<file path="config.mk">
export PLATFORM = sky130hd
export DESIGN_NAME = vc_input_port
export DESIGN_NICKNAME = d
export VERILOG_FILES = /design/src/rtl/noc_params.sv /design/src/rtl/rc_unit.sv /design/src/rtl/vc_fifo.sv /design/src/rtl/vc_input_port.sv
export SDC_FILE = /design/constraint.sdc
export NUM_CORES = 1
export LEC_CHECK = 0
export CORE_MARGIN = 3
export CORE_UTILIZATION = 65
export CTS_CLUSTER_DIAMETER = 100
export DETAILED_ROUTE_END_ITERATION = 16
export PLACE_DENSITY = 0.87
export SLEW_MARGIN = 0
export SYNTH_ARGS = -nofsm -noshare
export SYNTH_HDL_FRONTEND = slang
export SYNTH_SLANG_ARGS = --single-unit
</file>
<file path="constraint.sdc">
create_clock -name clk -period 9.5 [get_ports clk]
set_input_delay 1.9 -clock clk [delete_from_list [all_inputs] [get_ports clk]]
set_output_delay 1.9 -clock clk [all_outputs]
set_load 0.03 [all_outputs]
</file>
<file path="src/rtl/noc_params.sv">
// Shared NoC types and sizes: flit format, output ports, per-VC packet states.
package noc_params;

  localparam int MESH_SIZE_X      = 4;
  localparam int MESH_SIZE_Y      = 4;
  localparam int DEST_ADDR_SIZE_X = $clog2(MESH_SIZE_X);
  localparam int DEST_ADDR_SIZE_Y = $clog2(MESH_SIZE_Y);
  localparam int VC_NUM           = 4;
  localparam int VC_SIZE          = $clog2(VC_NUM);
  localparam int FLIT_DATA_SIZE   = 16;

  typedef enum logic [1:0] {HEAD, BODY, TAIL, HEADTAIL} flit_label_t;
  typedef enum logic [2:0] {LOCAL, NORTH, SOUTH, WEST, EAST} port_t;
  typedef enum logic [1:0] {IDLE, VA, ACTIVE} vc_state_t;

  typedef struct packed {
    flit_label_t                 flit_label;
    logic [VC_SIZE-1:0]          vc_id;
    logic [DEST_ADDR_SIZE_X-1:0] x_dest;
    logic [DEST_ADDR_SIZE_Y-1:0] y_dest;
    logic [FLIT_DATA_SIZE-1:0]   data;
  } flit_t;

  function automatic logic is_head(flit_label_t l);
    return (l == HEAD) || (l == HEADTAIL);
  endfunction

  function automatic logic is_tail(flit_label_t l);
    return (l == TAIL) || (l == HEADTAIL);
  endfunction

endpackage

</file>
<file path="src/rtl/rc_unit.sv">
// XY dimension-order route computation: resolve X first, then Y, else eject.
module rc_unit import noc_params::*; #(
  parameter int X_CURRENT = MESH_SIZE_X/2,
  parameter int Y_CURRENT = MESH_SIZE_Y/2
)(
  input  logic [DEST_ADDR_SIZE_X-1:0] x_dest_i,
  input  logic [DEST_ADDR_SIZE_Y-1:0] y_dest_i,
  output port_t                       out_port_o
);

  localparam logic [DEST_ADDR_SIZE_X-1:0] XC = DEST_ADDR_SIZE_X'(X_CURRENT);
  localparam logic [DEST_ADDR_SIZE_Y-1:0] YC = DEST_ADDR_SIZE_Y'(Y_CURRENT);

  // Pick the output port; y grows towards SOUTH.
  always_comb begin
    if (x_dest_i > XC)      out_port_o = EAST;
    else if (x_dest_i < XC) out_port_o = WEST;
    else if (y_dest_i > YC) out_port_o = SOUTH;
    else if (y_dest_i < YC) out_port_o = NORTH;
    else                    out_port_o = LOCAL;
  end

endmodule

</file>
<file path="src/rtl/vc_fifo.sv">
// One VC circular buffer with occupancy counter. Caller guarantees wr_i only
// when not full (or reading in the same cycle) and rd_i only when not empty.
module vc_fifo import noc_params::*; #(
  parameter int BUFFER_SIZE = 8
)(
  input  logic                               clk,
  input  logic                               rst,
  input  flit_t                              data_i,
  input  logic                               wr_i,
  input  logic                               rd_i,
  output flit_t                              data_o,
  output logic                               empty_o,
  output logic                               full_o,
  output logic [$clog2(BUFFER_SIZE+1)-1:0]   count_nxt_o
);

  localparam int PTR_W = $clog2(BUFFER_SIZE);
  localparam int CNT_W = $clog2(BUFFER_SIZE+1);
  localparam logic [PTR_W-1:0] LAST = PTR_W'(BUFFER_SIZE-1);

  flit_t             mem_q [BUFFER_SIZE];
  logic [PTR_W-1:0]  wr_ptr_q, wr_ptr_d, rd_ptr_q, rd_ptr_d;
  logic [CNT_W-1:0]  cnt_q, cnt_d;

  // Pointer wrap and occupancy update; simultaneous wr+rd leaves count alone.
  always_comb begin
    wr_ptr_d = wr_ptr_q;
    rd_ptr_d = rd_ptr_q;
    cnt_d    = cnt_q;
    if (wr_i) wr_ptr_d = (wr_ptr_q == LAST) ? '0 : wr_ptr_q + 1'b1;
    if (rd_i) rd_ptr_d = (rd_ptr_q == LAST) ? '0 : rd_ptr_q + 1'b1;
    if (wr_i && !rd_i)      cnt_d = cnt_q + 1'b1;
    else if (!wr_i && rd_i) cnt_d = cnt_q - 1'b1;
  end

  // Control state; reset empties the buffer without touching storage.
  always_ff @(posedge clk or posedge rst) begin
    if (rst) begin
      wr_ptr_q <= '0;
      rd_ptr_q <= '0;
      cnt_q    <= '0;
    end else begin
      wr_ptr_q <= wr_ptr_d;
      rd_ptr_q <= rd_ptr_d;
      cnt_q    <= cnt_d;
    end
  end

  // Flit storage.
  always_ff @(posedge clk) begin
    if (wr_i) mem_q[wr_ptr_q] <= data_i;
  end

  assign data_o      = mem_q[rd_ptr_q];
  assign empty_o     = (cnt_q == '0);
  assign full_o      = (cnt_q == CNT_W'(BUFFER_SIZE));
  assign count_nxt_o = cnt_d;

endmodule

</file>
<file path="src/rtl/vc_input_port.sv">
// Router input port: per-VC buffers, packet FSMs, route computation and
// upstream flow control (on/off or credit, chosen by FLOW_CTRL).
module vc_input_port import noc_params::*; #(
  parameter int BUFFER_SIZE    = 8,
  parameter int PIPELINE_DEPTH = 5,
  parameter int FLOW_CTRL      = 0,
  parameter int X_CURRENT      = MESH_SIZE_X/2,
  parameter int Y_CURRENT      = MESH_SIZE_Y/2
)(
  input  logic                             clk,
  input  logic                             rst,
  input  flit_t                            data_i,
  input  logic                             valid_flit_i,
  input  logic [VC_NUM-1:0][VC_SIZE-1:0]   va_vc_new_i,
  input  logic [VC_NUM-1:0]                va_vc_valid_i,
  input  logic                             sa_valid_sel_i,
  input  logic [VC_SIZE-1:0]               sa_vc_sel_i,
  output flit_t                            flit_o,
  output port_t [VC_NUM-1:0]               out_port_o,
  output logic [VC_NUM-1:0]                va_request_o,
  output logic [VC_NUM-1:0]                sa_request_o,
  output logic [VC_NUM-1:0]                on_off_o,
  output logic                             credit_o,
  output logic [VC_SIZE-1:0]               credit_vc_o,
  output logic [VC_NUM-1:0]                vc_allocatable_o,
  output logic                             error_o
);

  localparam int CNT_W = $clog2(BUFFER_SIZE+1);
  localparam logic [CNT_W-1:0] ON_LIMIT = CNT_W'(BUFFER_SIZE - PIPELINE_DEPTH);

  flit_t     [VC_NUM-1:0]             front;
  port_t     [VC_NUM-1:0]             route, out_port_q, out_port_d;
  vc_state_t [VC_NUM-1:0]             state_q, state_d;
  logic      [VC_NUM-1:0][VC_SIZE-1:0] dvc_q, dvc_d;
  logic      [VC_NUM-1:0][CNT_W-1:0]  cnt_nxt;
  logic      [VC_NUM-1:0]             empty, full, wr_req, wr_en, rd_en, head_err;
  logic      [VC_NUM-1:0]             on_off_q;
  logic                               rd_ok, err_q, credit_q;
  logic      [VC_SIZE-1:0]            credit_vc_q;

  // A read is honoured only for an ACTIVE, non-empty VC.
  assign rd_ok = sa_valid_sel_i && (state_q[sa_vc_sel_i] == ACTIVE) && !empty[sa_vc_sel_i];

  for (genvar v = 0; v < VC_NUM; v++) begin : g_vc
    assign wr_req[v] = valid_flit_i && (data_i.vc_id == VC_SIZE'(v));
    assign rd_en[v]  = rd_ok && (sa_vc_sel_i == VC_SIZE'(v));
    // A full VC still takes a write when it is being read the same cycle.
    assign wr_en[v]  = wr_req[v] && (!full[v] || rd_en[v]);

    vc_fifo #(.BUFFER_SIZE(BUFFER_SIZE)) u_fifo (
      .clk(clk), .rst(rst), .data_i(data_i), .wr_i(wr_en[v]), .rd_i(rd_en[v]),
      .data_o(front[v]), .empty_o(empty[v]), .full_o(full[v]), .count_nxt_o(cnt_nxt[v])
    );

    rc_unit #(.X_CURRENT(X_CURRENT), .Y_CURRENT(Y_CURRENT)) u_rc (
      .x_dest_i(front[v].x_dest), .y_dest_i(front[v].y_dest), .out_port_o(route[v])
    );
  end

  // Packet state, route and downstream VC registers.
  always_ff @(posedge clk or posedge rst) begin
    if (rst) begin
      state_q    <= {VC_NUM{IDLE}};
      out_port_q <= {VC_NUM{LOCAL}};
      dvc_q      <= '0;
    end else begin
      state_q    <= state_d;
      out_port_q <= out_port_d;
      dvc_q      <= dvc_d;
    end
  end

  // Per-VC next state; a non-head flit at an IDLE front is a protocol error.
  always_comb begin
    state_d    = state_q;
    out_port_d = out_port_q;
    dvc_d      = dvc_q;
    head_err   = '0;
    for (int v = 0; v < VC_NUM; v++) begin
      case (state_q[v])
        IDLE: if (!empty[v]) begin
          if (is_head(front[v].flit_label)) begin
            state_d[v]    = VA;
            out_port_d[v] = route[v];
          end else begin
            head_err[v] = 1'b1;
          end
        end
        VA: if (va_vc_valid_i[v]) begin
          state_d[v] = ACTIVE;
          dvc_d[v]   = va_vc_new_i[v];
        end
        ACTIVE: if (rd_en[v] && is_tail(front[v].flit_label)) state_d[v] = IDLE;
        default: state_d[v] = IDLE;
      endcase
    end
  end

  // Allocator-facing requests decoded from state and occupancy.
  always_comb begin
    for (int v = 0; v < VC_NUM; v++) begin
      va_request_o[v]     = (state_q[v] == VA);
      sa_request_o[v]     = (state_q[v] == ACTIVE) && !empty[v];
      vc_allocatable_o[v] = (state_q[v] == IDLE) && empty[v];
    end
  end

  // Granted flit leaves with its downstream VC id.
  always_comb begin
    flit_o       = front[sa_vc_sel_i];
    flit_o.vc_id = dvc_q[sa_vc_sel_i];
  end

  // Sticky error plus flow-control registers (on/off from post-update count).
  always_ff @(posedge clk or posedge rst) begin
    if (rst) begin
      err_q       <= 1'b0;
      on_off_q    <= '1;
      credit_q    <= 1'b0;
      credit_vc_q <= '0;
    end else begin
      err_q    <= err_q || (sa_valid_sel_i && !rd_ok) || |(wr_req & ~wr_en) || |head_err;
      for (int v = 0; v < VC_NUM; v++) on_off_q[v] <= (cnt_nxt[v] < ON_LIMIT);
      credit_q <= rd_ok;
      if (rd_ok) credit_vc_q <= sa_vc_sel_i;
    end
  end

  assign out_port_o  = out_port_q;
  assign error_o     = err_q;
  assign on_off_o    = (FLOW_CTRL == 1) ? '1 : on_off_q;
  assign credit_o    = (FLOW_CTRL == 1) && credit_q;
  assign credit_vc_o = (FLOW_CTRL == 1) ? credit_vc_q : '0;

endmodule

</file>
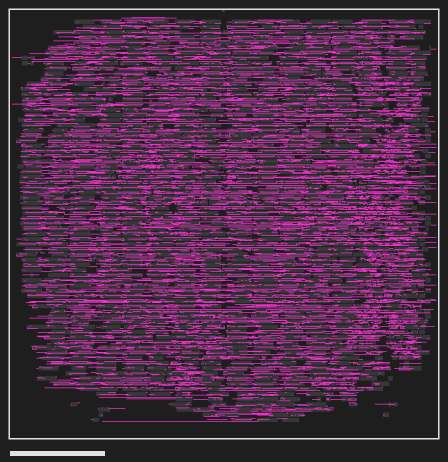
*M1 wires, run 1*
Scale bar: 50 um. Cells faint in the background.
share of all routed wire: 35%
nets with wire on the layer: 1690
longest straight run: 110 um
Total Routed Length: 79.6 mm
met1 Usage GRT: 0.434
vias: 16800

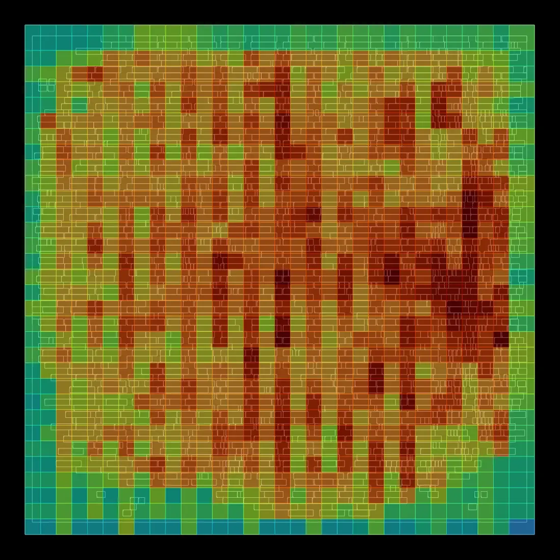
*Routing congestion, run 1*
GR peak layer: met2
routed length per instance: 33.5 um
met3 usage: 0.0974
Final Util: 0.757

==> Slide: Implementation Results, run 1 <==
Physical Implementation Snapshot

STA
  – Worst-Margin Slew: 1.47 ns
  – Final slew viol count: 0
  – Final setup TNS: 0 ns
  – RSZ-0062 raised after global routing: false
  – Setup violators final: 0
  – Endpoints failing hold: 0
  – Setup Skew: 0.0250 ns
  – Relative slew margins: 0.0171
  – Fin crit period: 6.29 ns

Finish
  – Top flop regs: g_vc.u_fifo.mem_q x704, g_vc.u_fifo.cnt_q x16
  – Area grow syn2layout: 13.9%
  – Final #Nets: 1784
  – Top reg by flops: g_vc.u_fifo.mem_q
  – Final Cell Area: 35600 sq um
  – Most numerous logic cell after layout: edfxtp_1
  – Share of cells above drive strength 1: 0.268

Power and ir drop
  – Power density cells: 286 nW/um^2
  – Seq pwr: 0.00420 W
  – Peak supply drop: 0.186 mV
  – Static Leakage: 11.6 nW
  – Psw: 0.00318 W
  – Int Power: 0.00697 W
  – Biggest consumer: registers
  – P_comb: 0.00293 W
  – Clk power: 0.00302 W

Synthesis
  – Yosys reg bits: 777
  – XORs/XNORs by Area: 0.00224
  – And+or+nand+nor area frac: 0.0384
  – Largest area contributor in the netlist: edfxtp_1
  – Main area contributors: edfxtp_1 (68%), mux4_2 (13%), dfrtp_1 (5.5%), mux2_2 (1.9%), mux2i_1 (1.6%)
  – Yosys chip area: 31200 sq um
  – Post-synthesis cell type count: 69
  – EDFF count, synth: 704
  – Top non-seq family: multiplexers
  – Mapped Avg Cell Area: 20.1 sq um
  – And-or/or-and share of the synthesized area: 0.0261
  – Yosys cell count: 1556
  – Synth warn: 0
  – Post-synthesis mux area share: 0.168
  – Adders+Majority by Area: 0.0132
  – Sequential fraction of the synthesis area: 0.736

Hold path
  – Worst Hold Endpoint: out_port_o[3]$_DFFE_PP0P_
  – Hold_sp: out_port_o[3]$_DFFE_PP0P_
  – HP Class: flop to flop

Critical path
  – Arr. time, crit path: 4.39 ns
  – Crit path cell chain: buf_2 -> nand2b_1 -> o221ai_1 -> clkdlybuf4s50_1
  – CP max-delay cell: nand2b_1
  – R2R depth: 9
  – R2r endpoint: g_vc[3].u_fifo.mem_q[1][15]$_DFFE_PP_
  – Crit path launch type: primary input
  – Critical path endpoint: flit_o[8]
  – Crit-path max cell delay: 0.79 ns
  – WP data required: 7.60 ns
  – Crit path depth: 4
  – Crit path max fanout: 41
  – Worst reg2reg setup slack: 5.46 ns

Global routing
  – Initial antenna violation count: 2
  – Gr ovfl total: 0
  – Global-route usage over all layers: 0.324
  – First-pass GRT wire length: 116 mm

Job
  – Max_cap viols: 0

Place
  – I/O Buffers: 94
  – Routability cong.: 0.947
  – Post-DP HPWL: 45.2 mm
  – Dpl cell area: 33100 sq um

Die
  – Init Core Util: 0.665
  – Core area: 47000 sq um
  – Boundary Pins: 98
  – Die X-Extent: 225 um
  – Die Height: 225 um
  – # rows: 79

Clocking
  – Root Buffer: clkbuf_16
  – Postcts setup bufs: 0
  – CTS buffer count: 75
  – CTS resizes: 0
  – Latency at later pin: 0.63 ns
  – CTS max path bufs: 3
  – # hold bufs at CTS: 0

Routing
  – DRC Markers: 0

Run status
  – Status: completed
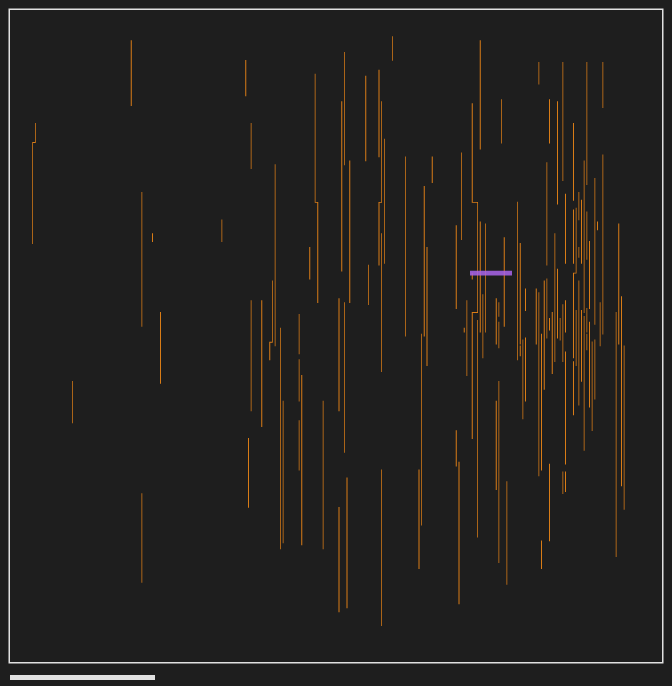
*Wiring by layer, run 1*
Scale bar: 50 um. Two of the layers only.
legend:
  purple:
    layer: met5
    wire_length: 12.9 um
  orange:
    layer: met4
    wire_length: 3950 um

-- run 1: cell type report --
cell class | count | area (sq um) | area share
inverters | 24 | 91.3 | 0.00257
flip-flops and latches | 777 | 23000 | 0.646
clock inverters | 42 | 462 | 0.0130
repair buffers | 153 | 1370 | 0.0385
multi-input cells | 678 | 7900 | 0.222
well taps | 607 | 759 | 0.0214
diodes | 1 | 2.50 | 0.0000704
clock buffers | 94 | 2000 | 0.0563
-- run 1: cells in the mapped netlist (all sizes together) (3+ instances only) --
master  number
nor2b        7
mux4       184
a21oi        8
a21o        12
and3         4
inv         24
dfstp        4
or3          3
mux2        54
nor2        31
o221ai      16
o21ai       29
nand2       86
nor4b        4
dfrtp       69
nand3       14
mux2i       49
nor4         8
nand3b       6
a211oi       9
o211ai      12
a221oi       3
a211o        5
nand4        3
or2          6
clkbuf      31
or3b         3
nor3b       13
buf         48
a31oi        6
xnor2        7
nand2b      12
edfxtp     704
ha          33
nor3        28
-- run 1: per-stage QoR --
| step | utilization | instances | hold WS (ns) | power [W] | setup WS (ns) |
|---|---|---|---|---|---|
| floorplan | - | 1558 | 0.474 | 0.00611 | 3.60 |
| global placement | 0.705 | 2239 | 0.478 | 0.00699 | 3.45 |
| finish | 0.757 | 2376 | 0.512 | 0.0102 | 3.21 |
| detailed placement | 0.705 | 2239 | 0.495 | 0.00710 | 3.41 |
| CTS | 0.757 | 2375 | 0.509 | 0.0101 | 3.35 |
| global route | 0.757 | 2375 | 0.516 | 0.0105 | 3.19 |
-- run 1: per-layer routing --
layer	vias up	part of all wire	track usage
li1	6675	-	-
met1	8575	0.35	0.434
met2	1233	0.48	0.502
met3	266	0.13	0.0974
met4	2	0.050	0.149
met5	-	0.00015	0
### Close-up of the layout, run 1

Scale bar: 5 um. Window x 159 to 179, y 159 to 179 um. Cells in gray, sequential cells in the stronger gray; small squares are vias.
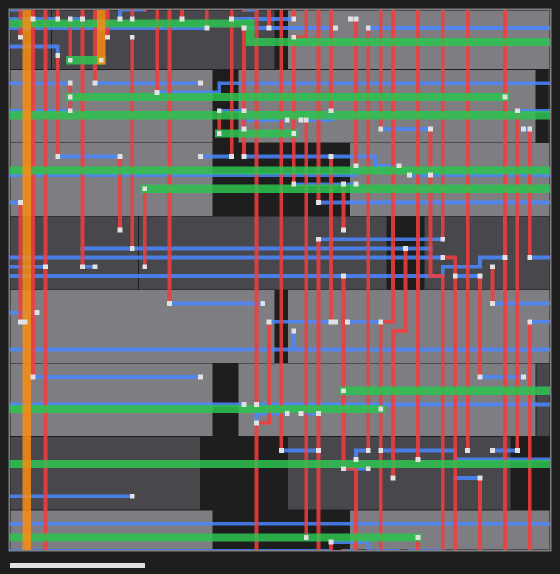

==> run 1 -> run 2 <==
- CORE_UTILIZATION: 65 -> 61
- PLACE_DENSITY: 0.87 -> 0.82
- clock period: 9.5 -> 6.5 ns (I/O delays scaled with it)
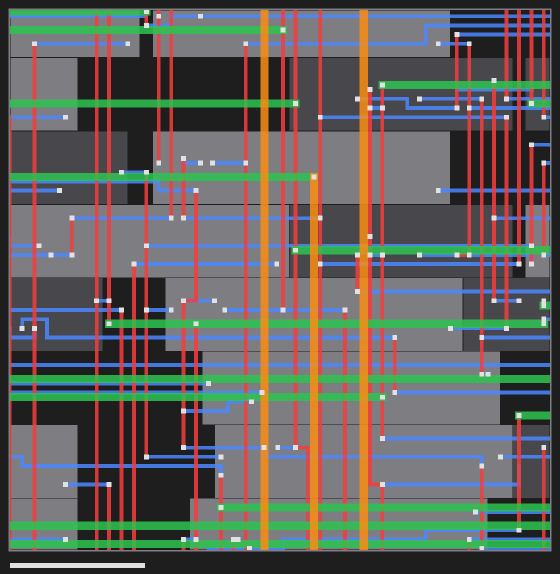
*Close-up of the layout, run 2*
Scale bar: 5 um. Window x 164 to 184, y 164 to 184 um. Cells in gray, sequential cells in the stronger gray; small squares are vias.
legend:
  red:
    layer: met2
  orange:
    layer: met4
  blue:
    layer: met1
  green:
    layer: met3
cells with their middle in the window: 11
most frequent: edfxtp_1 (7), mux4_2 (2)
sequential cells in the window: 7
netlist names of flops here include: g_vc.u_fifo.mem_q (7)

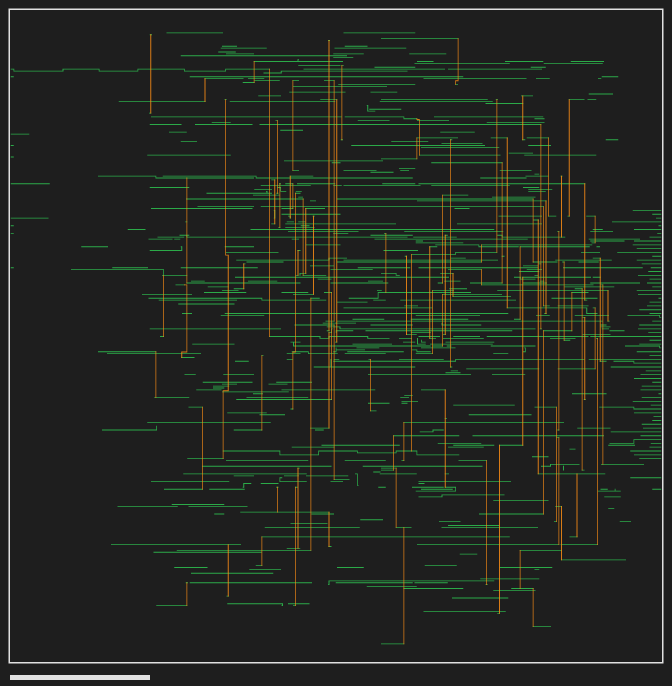
*Wiring by layer, run 2*
Scale bar: 50 um. Two of the layers only.
legend:
  orange:
    layer: met4
    wire_length: 3290 um
  green:
    layer: met3
    wire_length: 8730 um
routed length per instance: 31.5 um
vias: 16300
Total Routed Length: 76.7 mm
global-route usage over all layers: 0.293

==> run 2 against run 1 <==
Compared with the run above: utilization decreased by 5.1 points; sequential cell count unchanged; routed wire length is 3.6% lower; largest power group unchanged.
==> Slide: Implementation Results, run 2 <==
Physical Implementation Snapshot

Job
  – Log Warnings: 35
  – Max_cap viols: 0

Finish
  – Final Cell Area: 35600 sq um
  – Fillers: 2792
  – Max reg flops: 704
  – Share of cells above drive strength 1: 0.268
  – Final Non-Filler Cells: 2434
  – Most numerous logic cell after layout: edfxtp_1
  – Most common logic cells in the final layout: edfxtp_1 (704), mux4_2 (184), clkdlybuf4s50_1 (92), nand2_1 (86), clkbuf_16 (79)
  – Final #Nets: 1779
  – Top reg by flops: g_vc.u_fifo.mem_q
  – Area grow syn2layout: 14.0%
  – N_diodes: 0
  – Top flop regs: g_vc.u_fifo.mem_q x704, g_vc.u_fifo.cnt_q x16

Power and ir drop
  – Peak supply drop: 0.198 mV
  – Power density cells: 409 nW/um^2
  – Static Leakage: 11.6 nW

Synthesis
  – Post-synthesis mux area share: 0.168
  – Main area contributors: edfxtp_1 (68%), mux4_2 (13%), dfrtp_1 (5.5%), mux2_2 (1.9%), mux2i_1 (1.6%)
  – Post-synthesis cell type count: 69
  – XORs/XNORs by Area: 0.00224
  – Mapped Cells: 1556
  – Adders+Majority by Area: 0.0132
  – Yosys top cell by instances: edfxtp_1
  – Synth Flop Type: edfxtp_1
  – And+or+nand+nor area frac: 0.0384
  – Top non-seq family: multiplexers
  – Mapped Avg Cell Area: 20.1 sq um
  – Top cells by count, synth: edfxtp_1 (704), mux4_2 (184), nand2_1 (86)
  – And-or/or-and share of the synthesized area: 0.0261
  – Largest type area fraction: 0.677
  – Synthesized cell area: 31200 sq um
  – Synth warn: 0
  – EDFF count, synth: 704
  – Largest area contributor in the netlist: edfxtp_1
  – Post-synth ARST share: 0.0940
  – Yosys chip area: 31200 sq um
  – Sequential fraction of the synthesis area: 0.736
  – Yosys reg bits: 777
  – Yosys cell count: 1556

Global routing
  – Number of global-route vias before repair: 16800
  – Met1 Usage GRT: 0.402
  – Initial antenna violation count: 0
  – Gr ovfl total: 0
  – GR peak layer: met2
  – Largest net degree at the start of global routing: 74
  – First-pass GRT wire length: 113 mm

Run status
  – Status: completed

Hold path
  – HP Class: flop to flop
  – Worst Hold Endpoint: out_port_o[5]$_DFFE_PP0P_
  – WHS Path Cells: 2
  – Hold_sp: out_port_o[5]$_DFFE_PP0P_

STA
  – Fin crit period: 5.45 ns
  – Final setup TNS: 0 ns
  – RSZ-0062 raised after global routing: false
  – Setup violators final: 0
  – Worst-Margin Slew: 1.39 ns
  – Endpoints failing hold: 0
  – Max Fclk: 0.184 GHz
  – Fin crit share: 0.838
  – Setup Skew: 0.0207 ns
  – Relative slew margins: 0.0680
  – Final slew viol count: 0

Routing
  – Antenna Nets Post-Route: 0
  – Drt first pass iters: 6
  – Vias per cell: 6.69
  – DRT iter0 DRCs: 2111
  – DRC Markers: 0

Critical path
  – CP Launch Point: g_vc[1].u_fifo.rd_ptr_q[0]$_DFFE_PP0P_
  – Arr. time, crit path: 4.15 ns
  – Crit path launch type: flop
  – Crit path max fanout: 26
  – Worst Path Class, Setup: flop to output pin
  – Critical path endpoint: flit_o[15]
  – FF-to-FF Start: g_vc[3].u_fifo.cnt_q[1]$_DFF_PP0_
  – R2r endpoint: g_vc[3].u_fifo.mem_q[3][19]$_DFFE_PP_
  – Worst reg2reg setup slack: 2.74 ns
  – WP data required: 5.20 ns
  – Worst setup EP type: output pin
  – R2R depth: 9

Place
  – Placed cell count: 2299
  – Post-DP HPWL: 43.1 mm
  – Routability cong.: 0.951
  – I/O Buffers: 94
  – Dpl cell area: 33200 sq um

Clocking
  – CTS resizes: 0
  – Clock sinks: 777
  – Postcts setup bufs: 0
  – CTS tree: built
  – Worst-path clk slew: 0.07 ns
  – Latency at later pin: 0.62 ns
  – H-tree depth: 3
  – # hold bufs at CTS: 0
  – Root Buffer: clkbuf_16
  – CTS max path bufs: 3
  – CTS buffer count: 75

Die
  – # rows: 82
  – Die Height: 232 um
  – Die X-Extent: 232 um
  – Boundary Pins: 98
  – Core area: 50400 sq um
  – Die area: 53900 sq um
  – Init Core Util: 0.620
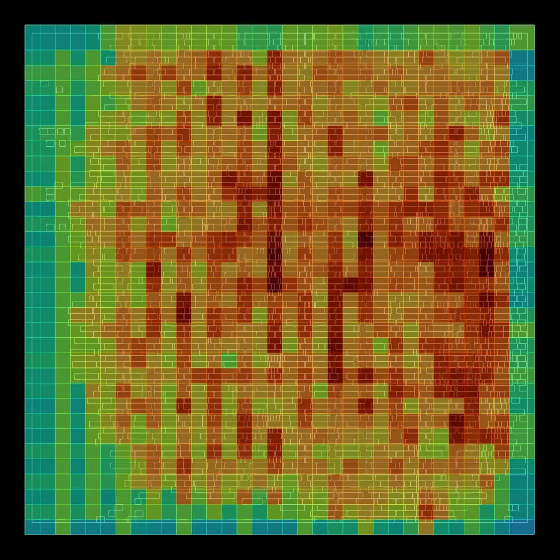
*Routing congestion, run 2*
met3 usage: 0.0660
met2 Use GR: 0.460

-- run 2: cells by family (layout without fill, tap and decap cells) --
group / after synthesis / in the layout
flops: 777 / 777
compound gates: 114 / 114
xor+xnor: 8 / 8
simple gates: 233 / 233
buf+inv: 103 / 307
mux: 287 / 287
fa+ha+maj: 33 / 33
other cells: 1 / 3
-- run 2: area by class of cell --
cell class / count / area (sq um) / share of cell area
Tap cell: 672 / 841 / 0.0236
Inverter: 24 / 91.3 / 0.00257
Clock inverter: 44 / 337 / 0.00946
Sequential cell: 777 / 23000 / 0.646
Clock buffer: 91 / 2030 / 0.0571
Timing Repair Buffer: 148 / 1370 / 0.0386
Multi-Input combinational cell: 678 / 7920 / 0.223
-- run 2: where the power goes --
part           leakage [nW]  switching [W]  total, W  internal (W)
registers              7.22       0.000657   0.00649       0.00583
clock network          1.16        0.00184   0.00423       0.00239
logic                  3.18        0.00199   0.00382       0.00183
-- run 2: critical path, stage by stage, from the launching register on --
cell and delay [ns]:
dfrtp_2 0.89, buf_12 0.32, mux4_2 0.54, mux2_2 0.36, o211ai_1 0.49, o221ai_1 0.26, clkdlybuf4s50_1 0.65
-- run 2: metal layers --
layer / up-vias / part of all wire
met5: - / 0
met4: 0 / 0.043
met3: 205 / 0.11
met2: 1046 / 0.48
met1: 8366 / 0.36
li1: 6671 / -
-- run 2: through the flow --
stage / hold WS [ns] / setup WS [ns] / utilization / total power, W
finish: 0.486 / 1.05 / 0.706 / 0.0145
global route: 0.504 / 0.875 / 0.706 / 0.0150
CTS: 0.487 / 1.03 / 0.706 / 0.0146
detailed placement: 0.473 / 1.60 / 0.659 / 0.0103
global placement: 0.478 / 1.69 / 0.659 / 0.0102
floorplan: 0.474 / 1.20 / - / 0.00892
Power is estimated from default activity; no workload was simulated.
